[config.mk]
export PLATFORM = sky130hd
export DESIGN_NAME = register_file_mp
export DESIGN_NICKNAME = d
export VERILOG_FILES = /design/src/rtl/regfile_pkg.sv /design/src/rtl/regfile_scoreboard.sv /design/src/rtl/register_file_mp.sv
export SDC_FILE = /design/constraint.sdc
export NUM_CORES = 2
export LEC_CHECK = 0
export CORE_UTILIZATION = 57
export DETAILED_ROUTE_END_ITERATION = 6
export HOLD_SLACK_MARGIN = 0.1
export PLACE_DENSITY = 0.77
export SYNTH_ARGS = -nofsm -noshare
export SYNTH_HDL_FRONTEND = slang
export SYNTH_SLANG_ARGS = --single-unit
[constraint.sdc]
create_clock -name clk -period 2.2 [get_ports clk]
set_input_delay 0.22 -clock clk [delete_from_list [all_inputs] [get_ports clk]]
set_output_delay 0.22 -clock clk [all_outputs]
set_load 0.005 [all_outputs]
[src/rtl/regfile_pkg.sv]
// Shared constants and helpers for the multi-port register file.
package regfile_pkg;

   localparam int unsigned DEFAULT_DATA_W = 16;
   localparam int unsigned DEFAULT_N_REG  = 32;

   function automatic int unsigned clog2(input int unsigned value);
      int unsigned result;
      result = 0;
      while ((32'd1 << result) < value) begin
         result = result + 1;
      end
      return result;
   endfunction

endpackage

[src/rtl/regfile_scoreboard.sv]
// Per-register busy bits: set by issue, cleared by either write port; set wins over clear.
module regfile_scoreboard
   import regfile_pkg::*;
#(
   parameter int unsigned N_REG  = DEFAULT_N_REG,
   parameter int unsigned ADDR_W = clog2(N_REG)
) (
   input  logic              clk,
   input  logic              arst_n,
   input  logic              set,
   input  logic [ADDR_W-1:0] set_addr,
   input  logic              clr_a,
   input  logic [ADDR_W-1:0] clr_a_addr,
   input  logic              clr_b,
   input  logic [ADDR_W-1:0] clr_b_addr,
   output logic [N_REG-1:0]  busy
);

   logic [N_REG-1:0] busy_q, busy_d;

   always_comb begin
      busy_d = busy_q;
      if (clr_a) busy_d[clr_a_addr] = 1'b0;
      if (clr_b) busy_d[clr_b_addr] = 1'b0;
      // A new producer issued in the same cycle outlives the old write.
      if (set)   busy_d[set_addr]   = 1'b1;
   end

   always_ff @(posedge clk or negedge arst_n) begin
      if (!arst_n) begin
         busy_q <= '0;
      end else begin
         busy_q <= busy_d;
      end
   end

   assign busy = busy_q;

endmodule

[src/rtl/register_file_mp.sv]
// Two-write, N-read flip-flop register file with optional forwarding and a busy scoreboard.
module register_file_mp
   import regfile_pkg::*;
#(
   parameter int unsigned DATA_W   = DEFAULT_DATA_W,
   parameter int unsigned N_REG    = DEFAULT_N_REG,
   parameter int unsigned N_RD     = 2,
   parameter int unsigned ZERO_REG = 1,
   parameter int unsigned BYPASS   = 1,
   localparam int unsigned ADDR_W  = clog2(N_REG)
) (
   input  logic                     clk,
   input  logic                     arst_n,
   input  logic                     we_a,
   input  logic [ADDR_W-1:0]        waddr_a,
   input  logic [DATA_W-1:0]        wdata_a,
   input  logic                     we_b,
   input  logic [ADDR_W-1:0]        waddr_b,
   input  logic [DATA_W-1:0]        wdata_b,
   input  logic [N_RD*ADDR_W-1:0]   raddr,
   output logic [N_RD*DATA_W-1:0]   rdata,
   input  logic                     issue_valid,
   input  logic [ADDR_W-1:0]        issue_addr,
   output logic [N_RD-1:0]          rd_busy,
   output logic                     stall
);

   logic [DATA_W-1:0] regs_q [N_REG];
   logic [N_REG-1:0]  busy;
   logic              wr_a, wr_b, set_en;

   // Effective enables: register 0 is neither writable nor trackable when hardwired.
   assign wr_a   = we_a && !(ZERO_REG != 0 && waddr_a == '0);
   assign wr_b   = we_b && !(ZERO_REG != 0 && waddr_b == '0);
   assign set_en = issue_valid && !(ZERO_REG != 0 && issue_addr == '0);

   always_ff @(posedge clk or negedge arst_n) begin
      if (!arst_n) begin
         for (int i = 0; i < int'(N_REG); i++) regs_q[i] <= '0;
      end else begin
         if (wr_a) regs_q[waddr_a] <= wdata_a;
         if (wr_b) regs_q[waddr_b] <= wdata_b;
      end
   end

   regfile_scoreboard #(
      .N_REG  (N_REG),
      .ADDR_W (ADDR_W)
   ) u_scoreboard (
      .clk        (clk),
      .arst_n     (arst_n),
      .set        (set_en),
      .set_addr   (issue_addr),
      .clr_a      (wr_a),
      .clr_a_addr (waddr_a),
      .clr_b      (wr_b),
      .clr_b_addr (waddr_b),
      .busy       (busy)
   );

   always_comb begin
      rdata   = '0;
      rd_busy = '0;
      for (int i = 0; i < int'(N_RD); i++) begin
         logic [ADDR_W-1:0] addr;
         logic [DATA_W-1:0] word;
         logic              fwd;
         addr = raddr[i*ADDR_W +: ADDR_W];
         word = regs_q[addr];
         fwd  = 1'b0;
         if (BYPASS != 0) begin
            if (wr_b && waddr_b == addr) begin
               word = wdata_b;
               fwd  = 1'b1;
            end else if (wr_a && waddr_a == addr) begin
               word = wdata_a;
               fwd  = 1'b1;
            end
         end
         if (ZERO_REG != 0 && addr == '0) word = '0;
         rdata[i*DATA_W +: DATA_W] = word;
         rd_busy[i]                = busy[addr] && !fwd;
      end
   end

   assign stall = |rd_busy;

endmodule

==> results_dict.tcl <==
# metrics dict for downstream scripts
set metrics [dict create \
    drt-total-wl_um 144600 \
    yosysTopAreaCell "dfrtp_1" \
    p_leak_nw 19.87 \
    chip_area_um2 62140 \
    max_freq_mhz 325.5 \
    ys_types 57 \
    drive_gt1_share_pct 33.38 \
    violations "setup timing" \
    stdcell_area_um2 44940 \
    fin_nets 3942 \
    setup_viol 35 \
    fillers 3976 \
    cp-start-kind "register" \
    die_width_um 249.3 \
    xor_area_share_pct 0.5026 \
    initCoreUtil_pct 57.74 \
    tool_warnings 29 \
    io_pins 97 \
    grt_util_met1_pct 58.91 \
    htreeDepth 2 \
    fin_worst_skew_ps 0 \
    clk_pin_slew_ps 60 \
    dp_hpwl_um 99990 \
    yosys_cells 3383 \
    status "finished, violations left" \
    flop_area_um2 13610 \
    timing_hold_violations_final 0 \
    crit_path_end_kind "output pin" \
    period_used_pct 139.6 \
    gp_congestion 1.057 \
    cts_tree "built" \
    synthArstFlopShare_pct 100.0 \
    required_ps 1980 \
    worst_path_max_delay_cell "mux4_2" \
    clock-root-buffer "clkbuf_16" \
    yosys_area_um2 34850 \
    top_usage_layer "met2" \
    clock_latency_ps 670 \
    crit_arrival_ps 2850 \
    use_met3_pct 12.62 \
    critical_path.top_delay_family "multiplexers" \
    synth_area_um2 34850 \
    tightest_slew_ps 932.1 \
    crit_fanout 2 \
    antenna_left 0 \
    viasPerCell 6.918 \
    antenna_found_initial 2 \
    ff_type "dfrtp_1" \
    critPathMaxStageDelay_ps 540 \
    synth_simple_gate_area_share_pct 10.05 \
    use_met2_pct 69.19 \
    fin_ws_ps -872.1 \
    grt_setup_unrepaired "true" \
    port_buffers 96 \
]
-- power by group --
part | switching (mW) | internal (mW)
Sequential | 2.02 | 12.6
Clock | 4.46 | 6.22
Combinational | 6.03 | 7.63
-- per-stage QoR --
stage                     worst slack [ps]  total power [mW]  cells  util [%]
after CTS                           -940.4             38.22   4701     74.07
after global placement               -1030             26.37   4556     69.30
after detailed placement             -1037             27.03   4556     69.30
final                               -872.1             38.92   4711     74.46
after floorplan                     -5.032             20.67   3383         -
after global routing                -892.2             40.11   4708     74.45
-- layer usage --
layer / part of all wire, % / up-vias
met5: 0.035 / -
met4: 8.6 / 2
met3: 13 / 691
met2: 44 / 2601
met1: 35 / 15985
li1: - / 13313
-- kinds of logic after synthesis --
group | count (synthesis)
simple gates | 851
mux | 778
compound gates | 764
flops | 544
buf+inv | 426
xor+xnor | 20
-- what timing repair did --
item                       in CTS  in global routing
gates resized                 287                 39
cloned                          1                  0
setup endpoints to repair      35                 35
pin swaps                      67                 38
buffers inserted               56                 14
hold endpoints to repair      454                  0
hold buffers                    3                  0
-- worst register-to-register path: cells and delay by family (launching register included) --
family,cells,cell delay [ps]
muxes,1,170
AOI/OAI and AO/OA,1,120
DFF,1,400
buffers and inverters,2,270
-- state kept, by name, summed over array words and instances, names as in the netlist --
name	cells
u_scoreboard.busy	32
regs_q	512
-- cells in the final DEF (no fill, tap or decap), types with 11 or more instances in the layout --
master / synthesis / layout
nor2_1: 436 / 421
nor2_2: 10 / 24
nor3_1: 29 / 22
mux2_2: 21 / 17
buf_2: 76 / 30
buf_12: 1 / 116
clkdlybuf4s50_1: 0 / 42
nand2_1: 283 / 283
clkbuf_16: 0 / 60
nand3_1: 20 / 17
a21oi_1: 432 / 421
nand2b_1: 12 / 12
buf_6: 3 / 58
clkbuf_1: 277 / 12
o21ai_0: 214 / 214
inv_1: 18 / 18
mux4_2: 302 / 302
buf_4: 15 / 576
dfrtp_1: 544 / 544
a32o_1: 16 / 16
xnor2_1: 11 / 11
mux2i_1: 455 / 445
nand3b_1: 17 / 17
-- final timing paths --
check | startpoint | to | slack (ps) | cells past startpoint
worst min register to register | regs_q[505] | regs_q[505] | 400 | 0
max in group asynchronous | arst_n | regs_q[323] | 420 | 4
worst max register to register | regs_q[433] | regs_q[433] | 1110 | 4
worst max-delay path | regs_q[486] | rdata[22] | -870 | 6
min in group asynchronous | arst_n | regs_q[298] | 610 | 3
worst min-delay path | regs_q[505] | regs_q[505] | 400 | 0
-- final cells by class --
class / count / share of cell area [%]
multi-input combinational: 2413 / 44.83
sequential: 544 / 30.29
timing repair buffer: 839 / 17.95
clock buffer: 80 / 3.686
tap: 782 / 2.177
clock inverter: 27 / 0.8686
inverter: 22 / 0.1837
antenna: 4 / 0.02227
==> images/layers.png <==
Drawn at 1.5 px/µm. Two of the layers only.
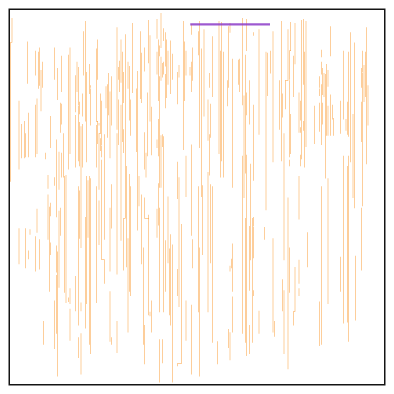
legend:
  orange:
    layer: M4
    wire_length: 12400 µm
  purple:
    layer: M5
    wire_length: 51.5 µm

==> images/congestion_map.png <==
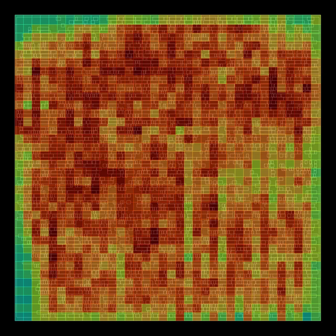
total track usage: 46.56%
drt wl/cell: 30.69 µm

==> images/closeup.png <==
Window x 110 to 140, y 159 to 189 µm. Cells in grey, sequential cells in the stronger grey; small squares are vias.
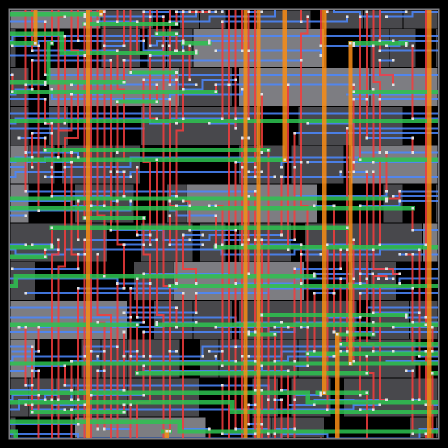
legend:
  orange:
    layer: M4
  blue:
    layer: M1
  green:
    layer: M3
  red:
    layer: M2
cells with their middle in the window: 58
netlist names of flops here include: `regs_q` (9)
most frequent: nor2_1 (12), a21oi_1 (11), mux2i_1 (10)
sequential cells in the window: 9

Power and IR drop assume default switching activity.
